`config.mk`:
```
export PLATFORM = sky130hd
export DESIGN_NAME = keypad_scanner
export DESIGN_NICKNAME = d
export VERILOG_FILES = /design/src/rtl/keypad_pkg.sv /design/src/rtl/keypad_debounce.sv /design/src/rtl/keypad_scanner.sv
export SDC_FILE = /design/constraint.sdc
export NUM_CORES = 1
export LEC_CHECK = 0
export CELL_PAD_IN_SITES_DETAIL_PLACEMENT = 2
export CELL_PAD_IN_SITES_GLOBAL_PLACEMENT = 2
export CORE_MARGIN = 4
export CORE_UTILIZATION = 27
export CTS_CLUSTER_SIZE = 12
export DETAILED_ROUTE_END_ITERATION = 8
export PLACE_DENSITY_LB_ADDON = 0.2
export SYNTH_ARGS = -nofsm -noshare
export SYNTH_HDL_FRONTEND = slang
export SYNTH_SLANG_ARGS = --single-unit
```
`constraint.sdc`:
```
create_clock -name clk -period 2.3 [get_ports clk]
set_input_delay 0.69 -clock clk [delete_from_list [all_inputs] [get_ports clk]]
set_output_delay 0.69 -clock clk [all_outputs]
set_load 0.005 [all_outputs]
```
`src/rtl/keypad_pkg.sv`:
```
// Shared constants and helpers for the 4x3 matrix keypad front end.
// Key map bit index is row*NUM_COLS+col; codes follow the printed keypad legend.
package keypad_pkg;

    localparam int NUM_ROWS = 4;
    localparam int NUM_COLS = 3;
    localparam int NUM_KEYS = NUM_ROWS * NUM_COLS;

    localparam logic [3:0] KEY_0    = 4'd0;
    localparam logic [3:0] KEY_1    = 4'd1;
    localparam logic [3:0] KEY_2    = 4'd2;
    localparam logic [3:0] KEY_3    = 4'd3;
    localparam logic [3:0] KEY_4    = 4'd4;
    localparam logic [3:0] KEY_5    = 4'd5;
    localparam logic [3:0] KEY_6    = 4'd6;
    localparam logic [3:0] KEY_7    = 4'd7;
    localparam logic [3:0] KEY_8    = 4'd8;
    localparam logic [3:0] KEY_9    = 4'd9;
    localparam logic [3:0] KEY_STAR = 4'd10;
    localparam logic [3:0] KEY_HASH = 4'd11;

    localparam int IDX_0    = 10;
    localparam int IDX_8    = 7;
    localparam int IDX_STAR = 9;

    typedef enum logic [1:0] {
        COL0 = 2'd0,
        COL1 = 2'd1,
        COL2 = 2'd2
    } col_state_t;

    // Map bit index to key code: rows 0..2 are digits 1..9, bottom row is *, 0, #.
    function automatic logic [3:0] idx_to_code(input logic [3:0] idx);
        case (idx)
            4'd9:    return KEY_STAR;
            4'd10:   return KEY_0;
            4'd11:   return KEY_HASH;
            default: return idx + 4'd1;
        endcase
    endfunction

    // Number of keys set in a map.
    function automatic logic [3:0] count_keys(input logic [NUM_KEYS-1:0] map);
        logic [3:0] n;
        n = '0;
        for (int i = 0; i < NUM_KEYS; i++) begin
            n = n + {3'b000, map[i]};
        end
        return n;
    endfunction

endpackage

```
`src/rtl/keypad_debounce.sv`:
```
// Frame-level debouncer: a new key map is accepted only after DEBOUNCE_CNT
// identical consecutive frames. With KEYPAD_MULTI_REJECT_EN defined, frames
// showing more than two keys are discarded as possible ghosting.
module keypad_debounce
    import keypad_pkg::*;
#(
    parameter int DEBOUNCE_CNT = 4
) (
    input  logic                clk,
    input  logic                rst,
    input  logic                frame_vld,
    input  logic [NUM_KEYS-1:0] frame,
    output logic                load,
    output logic [NUM_KEYS-1:0] deb_map
);

    localparam logic [3:0] CNT_MAX = 4'(DEBOUNCE_CNT);

    logic [NUM_KEYS-1:0] prev_frame;
    logic [3:0]          stab_cnt;
    logic [3:0]          stab_cnt_nxt;
    logic                accept;

    // Decide whether this frame counts and what the stable counter becomes.
    always_comb begin
        accept = frame_vld;
`ifdef KEYPAD_MULTI_REJECT_EN
        if (count_keys(frame) > 4'd2) begin
            accept = 1'b0;
        end
`endif
        if (frame == prev_frame) begin
            stab_cnt_nxt = (stab_cnt >= CNT_MAX) ? CNT_MAX : stab_cnt + 4'd1;
        end else begin
            stab_cnt_nxt = 4'd1;
        end
        load = accept && (stab_cnt_nxt == CNT_MAX);
    end

    // Frame history, stable counter and debounced map.
    always_ff @(posedge clk or negedge rst) begin
        if (!rst) begin
            prev_frame <= '0;
            stab_cnt   <= '0;
            deb_map    <= '0;
        end else if (accept) begin
            prev_frame <= frame;
            stab_cnt   <= stab_cnt_nxt;
            if (load) begin
                deb_map <= frame;
            end
        end
`ifdef KEYPAD_MULTI_REJECT_EN
        else if (frame_vld) begin
            // Rejected frame: restart qualification, keep the last good frame.
            stab_cnt <= '0;
        end
`endif
    end

endmodule

```
`src/rtl/keypad_scanner.sv`:
```
// 4x3 keypad scanner: drives one column low per slot, builds a raw key map,
// debounces it per frame and reports each new press as a one-cycle event.
// Optional build macro KEYPAD_MULTI_REJECT_EN discards frames with >2 keys.
module keypad_scanner
    import keypad_pkg::*;
#(
    parameter int SCAN_DIV     = 5000,
    parameter int DEBOUNCE_CNT = 4
) (
    input  logic                clk,
    input  logic                rst,
    input  logic [NUM_ROWS-1:0] row_in,
    output logic [NUM_COLS-1:0] col_out,
    output logic                key_valid,
    output logic [3:0]          key_code,
    output logic                key0,
    output logic                key8,
    output logic                key_star
);

    localparam int               CNT_W     = (SCAN_DIV > 1) ? $clog2(SCAN_DIV) : 1;
    localparam logic [CNT_W-1:0] SLOT_LAST = CNT_W'(SCAN_DIV - 1);

    logic [NUM_ROWS-1:0] row_p0;
    logic [NUM_ROWS-1:0] row_p1;
    col_state_t          col_state;
    logic [CNT_W-1:0]    slot_cnt;
    logic [NUM_KEYS-1:0] raw_map;
    logic [NUM_KEYS-1:0] raw_next;
    logic                frame_vld;
    logic                load;
    logic [NUM_KEYS-1:0] deb_map;
    logic [NUM_KEYS-1:0] pending;
    logic [NUM_KEYS-1:0] pending_nxt;
    logic [NUM_KEYS-1:0] low_bit;
    logic [3:0]          low_idx;
    logic [NUM_KEYS-1:0] rise;

    // Two-flop synchroniser for the asynchronous, pulled-up row lines.
    always_ff @(posedge clk or negedge rst) begin
        if (!rst) begin
            row_p0 <= '1;
            row_p1 <= '1;
        end else begin
            row_p0 <= row_in;
            row_p1 <= row_p0;
        end
    end

    // Raw map with the active column's rows (inverted to active-high) merged in.
    always_comb begin
        raw_next = raw_map;
        for (int r = 0; r < NUM_ROWS; r++) begin
            for (int c = 0; c < NUM_COLS; c++) begin
                if (c == int'(col_state)) begin
                    raw_next[r*NUM_COLS + c] = ~row_p1[r];
                end
            end
        end
    end

    // Column FSM: SCAN_DIV cycles per column, rows sampled on the slot's last cycle.
    always_ff @(posedge clk or negedge rst) begin
        if (!rst) begin
            col_state <= COL0;
            col_out   <= 3'b110;
            slot_cnt  <= '0;
            raw_map   <= '0;
            frame_vld <= 1'b0;
        end else begin
            frame_vld <= 1'b0;
            if (slot_cnt == SLOT_LAST) begin
                slot_cnt <= '0;
                raw_map  <= raw_next;
                case (col_state)
                    COL0: begin
                        col_state <= COL1;
                        col_out   <= 3'b101;
                    end
                    COL1: begin
                        col_state <= COL2;
                        col_out   <= 3'b011;
                    end
                    COL2: begin
                        col_state <= COL0;
                        col_out   <= 3'b110;
                        frame_vld <= 1'b1;
                    end
                    default: begin
                        col_state <= COL0;
                        col_out   <= 3'b110;
                    end
                endcase
            end else begin
                slot_cnt <= slot_cnt + 1'b1;
            end
        end
    end

    keypad_debounce #(
        .DEBOUNCE_CNT (DEBOUNCE_CNT)
    ) u_debounce (
        .clk       (clk),
        .rst       (rst),
        .frame_vld (frame_vld),
        .frame     (raw_map),
        .load      (load),
        .deb_map   (deb_map)
    );

    // Pick the lowest pending key and merge newly debounced presses.
    always_comb begin
        low_bit = '0;
        low_idx = '0;
        for (int i = NUM_KEYS - 1; i >= 0; i--) begin
            if (pending[i]) begin
                low_bit = NUM_KEYS'(1) << i;
                low_idx = 4'(i);
            end
        end
        rise        = load ? (raw_map & ~deb_map) : '0;
        pending_nxt = (pending & ~low_bit) | rise;
    end

    // Press reporter: one key per cycle in ascending bit order.
    always_ff @(posedge clk or negedge rst) begin
        if (!rst) begin
            pending   <= '0;
            key_valid <= 1'b0;
            key_code  <= '0;
        end else begin
            pending   <= pending_nxt;
            key_valid <= |pending;
            if (|pending) begin
                key_code <= idx_to_code(low_idx);
            end
        end
    end

    assign key0     = deb_map[IDX_0];
    assign key8     = deb_map[IDX_8];
    assign key_star = deb_map[IDX_STAR];

endmodule
```
Figure 1. Cell classes on the final placement (run 1).
(3 px per µm) Fill, decap, tap and diode cells in gray.
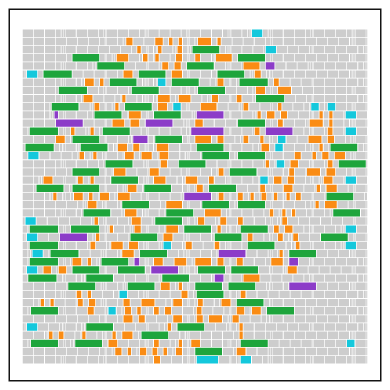
[registers] green | cells: 84 | share of their area: 51%
[remaining buffers and delay cells] cyan | cells: 28 | share of their area: 6.3%
[clock drivers and dummy loads] purple | cells: 16 | share of their area: 7.4%
[remaining logic cells] orange | cells: 208 | share of their area: 35%

Figure 2. Zoomed window (run 1).
Window x 49 to 74, y 49 to 74 µm. Cells in gray, sequential cells in the stronger gray; small squares are vias.
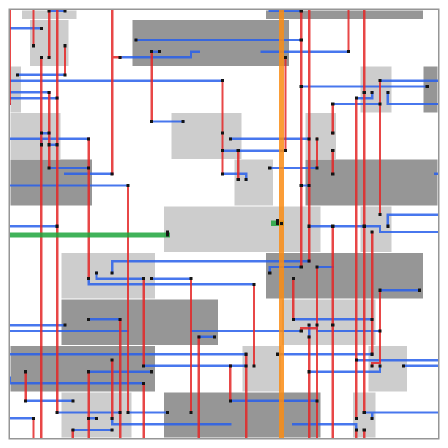
[M1] blue
[M3] green
[M4] orange
[M2] red
cells with their middle in the window: 21
netlist names of flops here include: u_debounce.deb_map (4), u_debounce.prev_frame (2)
sequential cells in the window: 7
most frequent: dfrtp_1 (7), nand2b_1 (3), mux2_2 (3)

==> run_results.csv, run 1 <==
group,metric,value,unit
outcome,run_status,"finished, final reports clean",
clock_network,cts_made_buffers,9,
yosys,netlist_top_cells_area,"dfrtp_1 (52%), dfstp_2 (7.3%), mux2_2 (5.0%), xnor2_1 (3.7%), mux2_4 (3.3%)",
final_timing,setup_slack,0.162,ns
clock_network,postCtsSetupBuffers,0,
worst_setup_path,end_kind,"register",
final_timing,slew_headroom,0.691,
worst_setup_path,crit_cells,8,
power,p_leak,1.97,nW
yosys,ys_top_logic_family,"simple AND/OR/NAND/NOR gates",
yosys,netlist_area,3590,µm²
final_timing,tns,0,ns
yosys,yosysChipArea,3590,µm²
layout,stdcell_area,4330,µm²
global_routing,grt.busiest_layer,"met2",
yosys,ys_sh_mux,0.0891,
yosys,xor_area_frac,0.0512,
global_routing,grt_pass1_vias,2565,
worst_setup_path,crit_path_end,"key_code[0]$_DFFE_PN0P_",
global_routing,gr-usage-met2,0.189,
final_timing,fmax,0.468,GHz
layout,diodes,0,
run,warning_count,28,
power,ir_worst_vdd,0.513,mV
yosys,yosysTopAreaCell,"dfrtp_1",
power,power_frac_clock,0.488,
global_routing,grt_usage,0.117,
yosys,flop_cell,"dfrtp_1",
clock_network,cts-root-buf,"clkbuf_16",
route,postRouteAntennaNets,0,
final_timing,min_period_over_period,0.930,
layout,lay_top_cells,"dfrtp_1 (72), nand2_1 (27), o21ai_0 (22)",
worst_hold_path,hold_path_class,"input port to asynchronous set/reset pin",
worst_setup_path,crit_top_cell,"or3_1",
floorplanning,rows,41,
layout,lay_top_count,"dfrtp_1",
global_routing,grt_max_degree,39,
yosys,ys.flops,84,
yosys,synth.distinct_cells,46,
clock_network,clock.latency.late_pin,0.34,ns
final_timing,finalSetupViolations,0,
place,placed_cell_area,4030,µm²
worst_setup_path,r2r_end,"key_code[0]$_DFFE_PN0P_",
power,p_seq_frac,0.498,
global_routing,gr-total-overflow,0,
route,vias,2345,
power,p_int,0.00238,W
final_timing,worst_slew_pin_slew,0.463,ns
route,vias_per_cell,4.62,
clock_network,h-tree-depth,3,
yosys,seq_area_frac_synth,0.588,
place,place_congestion,0.706,
floorplanning,coreArea,12800,µm²
floorplanning,fp_util,0.280,
layout,nets,342,
worst_setup_path,timing.critical_path.slowest_cell_delay,0.42,ns
clock_network,cts_tree,"yes",
final_timing,finClkSkew,0.00762,ns
worst_setup_path,critical_path.top_delay_family,"simple AND/OR/NAND/NOR gates",
yosys,ys_cells,299,
worst_setup_path,path_cells,"nor2_1 -> o31ai_1 -> a211oi_1 -> or3_1 -> ha_1 -> or3_1 -> o21ai_1 -> o2bb2ai_1",
run,maxCapViolations,0,
layout,finish.utilization,0.338,
layout,syn2layout_area_growth,20.5,%
yosys,syn-instance-count,299,
place,place_inst,492,
place,dp_hpwl,5590,µm
power,sw_frac_of_total,0.209,
power,p_total,0.00300,W
clock_network,clkSinkCount,84,
final_timing,fin_hold_ws,0.287,ns
route,drcViolationCount,0,
worst_setup_path,startpoint_type,"register",
layout,drive_gt1_frac,0.229,
route,drt-pass1-iter-count,4,
global_routing,grt_antenna_before_repair,0,
place,place_ws,0.0492,ns
yosys,synthArstFlopShare,1.00,
floorplanning,design.portCount,17,
yosys,edf_count,0,
route,avgRoutedWirePerCell,15.4,µm
floorplanning,fp.dieH,123,µm
floorplanning,die_area,15200,µm²
clock_network,clkTransAtPathRegs,0.06,ns
yosys,post_synth.cell_area_avg,12.0,µm²
final_timing,finalMaxSlewViolations,0,
worst_setup_path,cp_slowest_cell,"or3_1",
worst_setup_path,startpoint,"pending[10]$_DFF_PN0_",
worst_setup_path,path_max_fanout,5,
worst_setup_path,worstPathArrival,2.39,ns
power,netSwitchingPower,0.000627,W
floorplanning,die_width,123,µm
worst_setup_path,rrSetupSlack,0.16,ns
route,drt-initial-drc-count,66,
Figure 3. Cell density map (run 1).
(2 px per µm) The die is cut into 12 by 12 equal tiles; black is low, pale yellow is high, 0 to 100% covered.
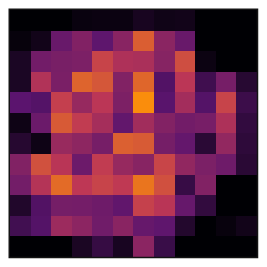
emptiest ninth of the die: south-east
fullest tile: 75%
mean over tiles: 27%
densest ninth of the die: center

run 1: synth_stat cells, types with 3 or more instances:
cell type	count
nor2_1	14
a21oi_1	5
o21ai_0	23
mux2_4	8
nand3_1	5
nand4_1	7
nand2_1	27
xor2_1	6
o21ai_1	3
or3_1	6
inv_1	12
xnor2_1	15
nand2b_1	11
nor3_1	3
nor4_1	3
mux2_2	16
dfstp_2	10
o21a_1	3
dfrtp_1	74
ha_1	5
o21ai_2	8
run 1: registers in the layout, indices dropped and copies added (netlist names):
register / flops
slot_cnt: 13
pending: 12
raw_map: 12
u_debounce.deb_map: 12
u_debounce.prev_frame: 12
key_code: 4
row_p0: 4
row_p1: 4
u_debounce.stab_cnt: 4
col_out: 3
col_state: 2
frame_vld: 1
key_valid: 1
run 1: routing by layer:
layer	wire length, µm	up-vias
met3	252	7
met2	3750	26
met4	93	0
met5	0	-
li1	-	1102
met1	3750	1210
run 1: power groups by stage:
stage / sequential [W] / clock (W) / combinational [W]
6_report: 0.00150 / 0.00147 / 0.0000419
5_1_grt: 0.00150 / 0.00161 / 0.0000502
4_1_cts: 0.00150 / 0.00154 / 0.0000467
3_5_place_dp: 0.00152 / 0 / 0.0000466
3_3_place_gp: 0.00152 / 0 / 0.0000465
2_1_floorplan: 0.00152 / 0 / 0.00000000445
run 1: area by class of cell:
cell class                      count  area (µm²)
Clock buffer                       11         243
Clock inverter                      5        61.3
Fill cell                        1386        8490
Inverter                           12        45.0
Multi-Input combinational cell    196        1390
Sequential cell                    84        2120
Tap cell                          172         215
Timing Repair Buffer               28         260
run 1: cells by family (layout without fill, tap and decap cells):
logic type | count (synthesis) | in the layout
mux | 26 | 26
xor+xnor | 21 | 21
buf+inv | 19 | 56
flops | 84 | 84
simple gates | 90 | 90
compound gates | 54 | 54
fa+ha+maj | 5 | 5
Figure 4. Routed clock nets over the placement (run 1).
(4 px per µm)
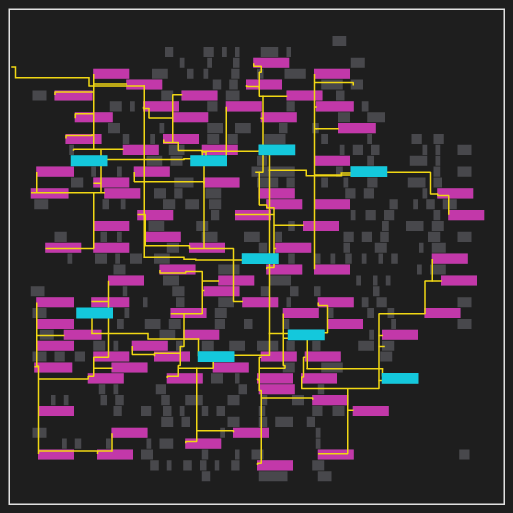

--- run 2 (diff from run 1) ---
CORE_ASPECT_RATIO = 1.75   (was unset)
CORE_MARGIN = 3   (was 4)
HOLD_SLACK_MARGIN = 0.1   (was unset)
Figure 5. Routed clock nets over the placement (run 2).
(4 px per µm)
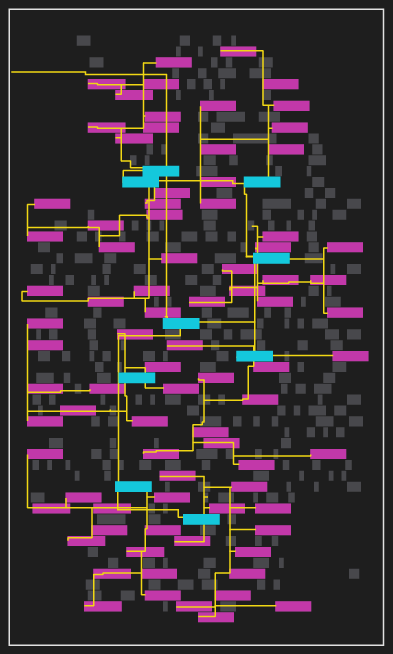
[clock wires] yellow | length: 1,170 µm
[clock-net drivers] cyan | count: 9
[flip-flops] magenta | count: 84
flops lie: all over the die
routed clock nets: 10
Clk pwr share: 0.475
Clk power: 0.00139 W
Clock Skew: 0.00704 ns
clk latency late pin: 0.33 ns

Figure 6. Zoomed window (run 2).
Window x 34 to 59, y 67 to 92 µm. Cells in gray, sequential cells in the stronger gray; small squares are vias.
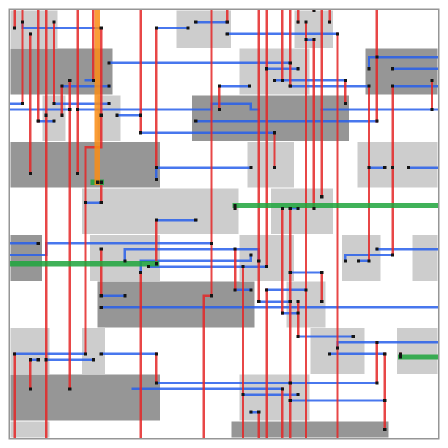
[M4] orange
[M3] green
[M2] red
[M1] blue
cells with their middle in the window: 23
netlist names of flops here include: raw_map (3), u_debounce.prev_frame (2)
most frequent: dfrtp_1 (5)
sequential cells in the window: 5

Figure 7. Cell density map (run 2).
(2 px per µm) The die is cut into 9 by 16 equal tiles; black is low, pale yellow is high, 0 to 100% covered.
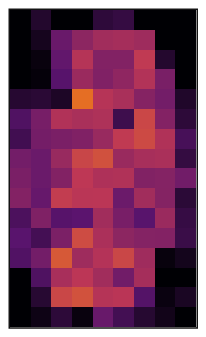
nearly empty tiles: 14%
emptiest ninth of the die: north-west
mean over tiles: 28%
fullest tile: 66%
Core Area: 13,000 µm²
final core occ: 0.336
Initial Utilization: 0.276

==> run_results.csv, run 2 <==
group,metric,value,unit
layout,diodes,0,
final_timing,tns,0,ns
layout,fin_cells,509,
yosys,syn-instance-count,299,
final_timing,rsz0062_at_grt,"false",
route,met1_length,2950,µm
yosys,synth.distinct_cells,46,
power,p_per_area,673,nW/µm²
final_timing,finalMaxSlewViolations,0,
layout,top_register,"slot_cnt",
worst_hold_path,hold_path_class,"input port to asynchronous set/reset pin",
global_routing,grt_antenna_before_repair,0,
power,netSwitchingPower,0.000601,W
power,p_total,0.00294,W
route,drcViolationCount,0,
power,ir_worst_vdd,0.341,mV
final_timing,worst_slew_pin_slew,0.557,ns
worst_setup_path,path_class,"register to register",
layout,lay_top_cells,"dfrtp_1 (74), nand2_1 (27), o21ai_0 (22)",
place,port_buffers,16,
layout,stdcell_area,4360,µm²
layout,nets,344,
route,avgRoutedWirePerCell,15.9,µm
global_routing,grt_usage,0.121,
layout,largest_reg_flops,13,
global_routing,gr-total-overflow,0,
yosys,synthArstFlopShare,1.00,
final_timing,min_period,2.13,ns
clock_network,cts_resized,2,
clock_network,hold_buffers,0,
clock_network,cts_max_path_buffers,2,
worst_setup_path,path_cells,"o31ai_2 -> a211oi_1 -> or3_1 -> ha_1 -> or3_1 -> o221a_2",
power,p_int,0.00234,W
place,place_inst,493,
worst_setup_path,reg2reg_from,"pending[9]$_DFF_PN0_",
route,drt-total-wl,8070,µm
run,maxCapViolations,0,
floorplanning,design.portCount,17,
yosys,common_cells,"dfrtp_1 (74), nand2_1 (27), o21ai_0 (23)",
final_timing,fin_hold_ws,0.350,ns
power,seq_power,0.00150,W
yosys,ys_cells,299,
global_routing,grt_util_met1,0.118,
route,vias,2349,
global_routing,grt_use_met3,0.0241,
place,placed_cell_area,4060,µm²
power,powerComb,0.0000460,W
final_timing,min_period_over_period,0.927,
power,p_seq_frac,0.510,
final_timing,hold_viol_final,0,
clock_network,postCtsSetupBuffers,0,
worst_setup_path,timing.critical_path.slowest_cell_delay,0.44,ns
yosys,synthDominantCellAreaShare,0.515,
layout,drive_gt1_frac,0.237,
run,warning_count,28,
floorplanning,rows,55,
worst_setup_path,crit_top_cell,"or3_1",
floorplanning,die_area,14800,µm²
power,p_comb_frac,0.016,
place,place_congestion,0.717,
yosys,flop_cell,"dfrtp_1",
clock_network,cts_made_buffers,9,
yosys,yosysWarnings,0,
yosys,post_synth.cell_area_avg,12.0,µm²
worst_setup_path,cp_slowest_cell,"or3_1",
yosys,edf_count,0,
global_routing,gr-usage-met2,0.243,
place,place_ws,-0.0239,ns
place,dp_hpwl,5980,µm
final_timing,finalSetupViolations,0,
route,vias_per_cell,4.61,
power,maxPowerGroup,"sequential cells",
route,postRouteAntennaNets,0,
route,drt-initial-drc-count,49,
yosys,ys.flops,84,
floorplanning,fp.dieH,159,µm
final_timing,slew_headroom,0.629,
power,p_leak,2.00,nW
final_timing,setup_slack,0.167,ns
power,sw_frac_of_total,0.205,
route,wl_met3,159,µm
yosys,yosysTopAreaCell,"dfrtp_1",
yosys,seq_area_frac_synth,0.588,
yosys,yosysChipArea,3590,µm²
final_timing,fmax,0.469,GHz
yosys,netlist_top_cells_area,"dfrtp_1 (52%), dfstp_2 (7.3%), mux2_2 (5.0%), xnor2_1 (3.7%), mux2_4 (3.3%)",
yosys,synth_top_cell_by_count,"dfrtp_1",
outcome,run_status,"finished, final reports clean",
global_routing,grt.busiest_layer,"met2",
worst_setup_path,rrSetupSlack,0.17,ns
layout,syn2layout_area_growth,21.4,%
worst_setup_path,path_max_fanout,3,
worst_setup_path,end_kind,"register",
route,wl_met2,4840,µm
worst_setup_path,r2r.worst_path.cells,6,
route,top_layer,"met4",
yosys,netlist_area,3590,µm²
global_routing,grt_pass1_vias,2657,
layout,lay_top_count,"dfrtp_1",
global_routing,grt_pass1_wl,13700,µm
worst_setup_path,startpoint_type,"register",
clock_network,clkTransAtPathRegs,0.06,ns
worst_setup_path,r2r_end,"key_code[3]$_DFFE_PN0P_",
floorplanning,die_width,93.2,µm
global_routing,grt_max_degree,38,
yosys,syn_nets,310,
clock_network,h-tree-depth,3,
worst_setup_path,worstPathRequired,2.51,ns
clock_network,cts-root-buf,"clkbuf_16",
clock_network,cts_tree,"yes",
route,drt-pass1-iter-count,4,
clock_network,clkSinkCount,84,
worst_setup_path,worstPathArrival,2.35,ns
## run 2: how the worst max path moves through the flow
stage	from	end	slack, ns	depth (start not counted)
2_1_floorplan	pending[6]$_DFF_PN0_	key_code[2]$_DFFE_PN0P_	0.25	9
3_3_place_gp	pending[9]$_DFF_PN0_	key_code[2]$_DFFE_PN0P_	0.04	7
3_5_place_dp	pending[6]$_DFF_PN0_	key_code[0]$_DFFE_PN0P_	-0.02	9
4_1_cts	pending[6]$_DFF_PN0_	key_code[2]$_DFFE_PN0P_	0.03	9
5_1_grt	pending[10]$_DFF_PN0_	key_code[2]$_DFFE_PN0P_	0.009	10
6_report	pending[9]$_DFF_PN0_	key_code[3]$_DFFE_PN0P_	0.17	6
## run 2: kinds of logic (layout without fill, tap and decap cells)
logic type,count (synthesis),count (layout),synth area share
compound gates,54,54,0.0965
simple gates,90,90,0.133
flops,84,84,0.588
mux,26,26,0.0891
buf+inv,19,58,0.0247
fa+ha+maj,5,5,0.0174
xor+xnor,21,21,0.0512
## run 2: worst max-delay path: cells and delay by family, from the launching register on
| family | cells | cell delay, ns |
|---|---|---|
| adders and majority gates | 1 | 0.20 |
| DFF | 1 | 0.38 |
| and+or+nand+nor | 2 | 0.78 |
| AOI/OAI and AO/OA | 3 | 0.66 |
## run 2: final cells by class
| type | count | area, µm² |
|---|---|---|
| fillers | 1382 | 8640 |
| flip-flops and latches | 84 | 2110 |
| multi-input cells | 196 | 1410 |
| repair buffers | 30 | 300 |
| clock buffers | 10 | 229 |
| well taps | 171 | 214 |
| clock inverters | 6 | 55.1 |
| inverters | 12 | 45.0 |
Power and IR drop assume default switching activity.
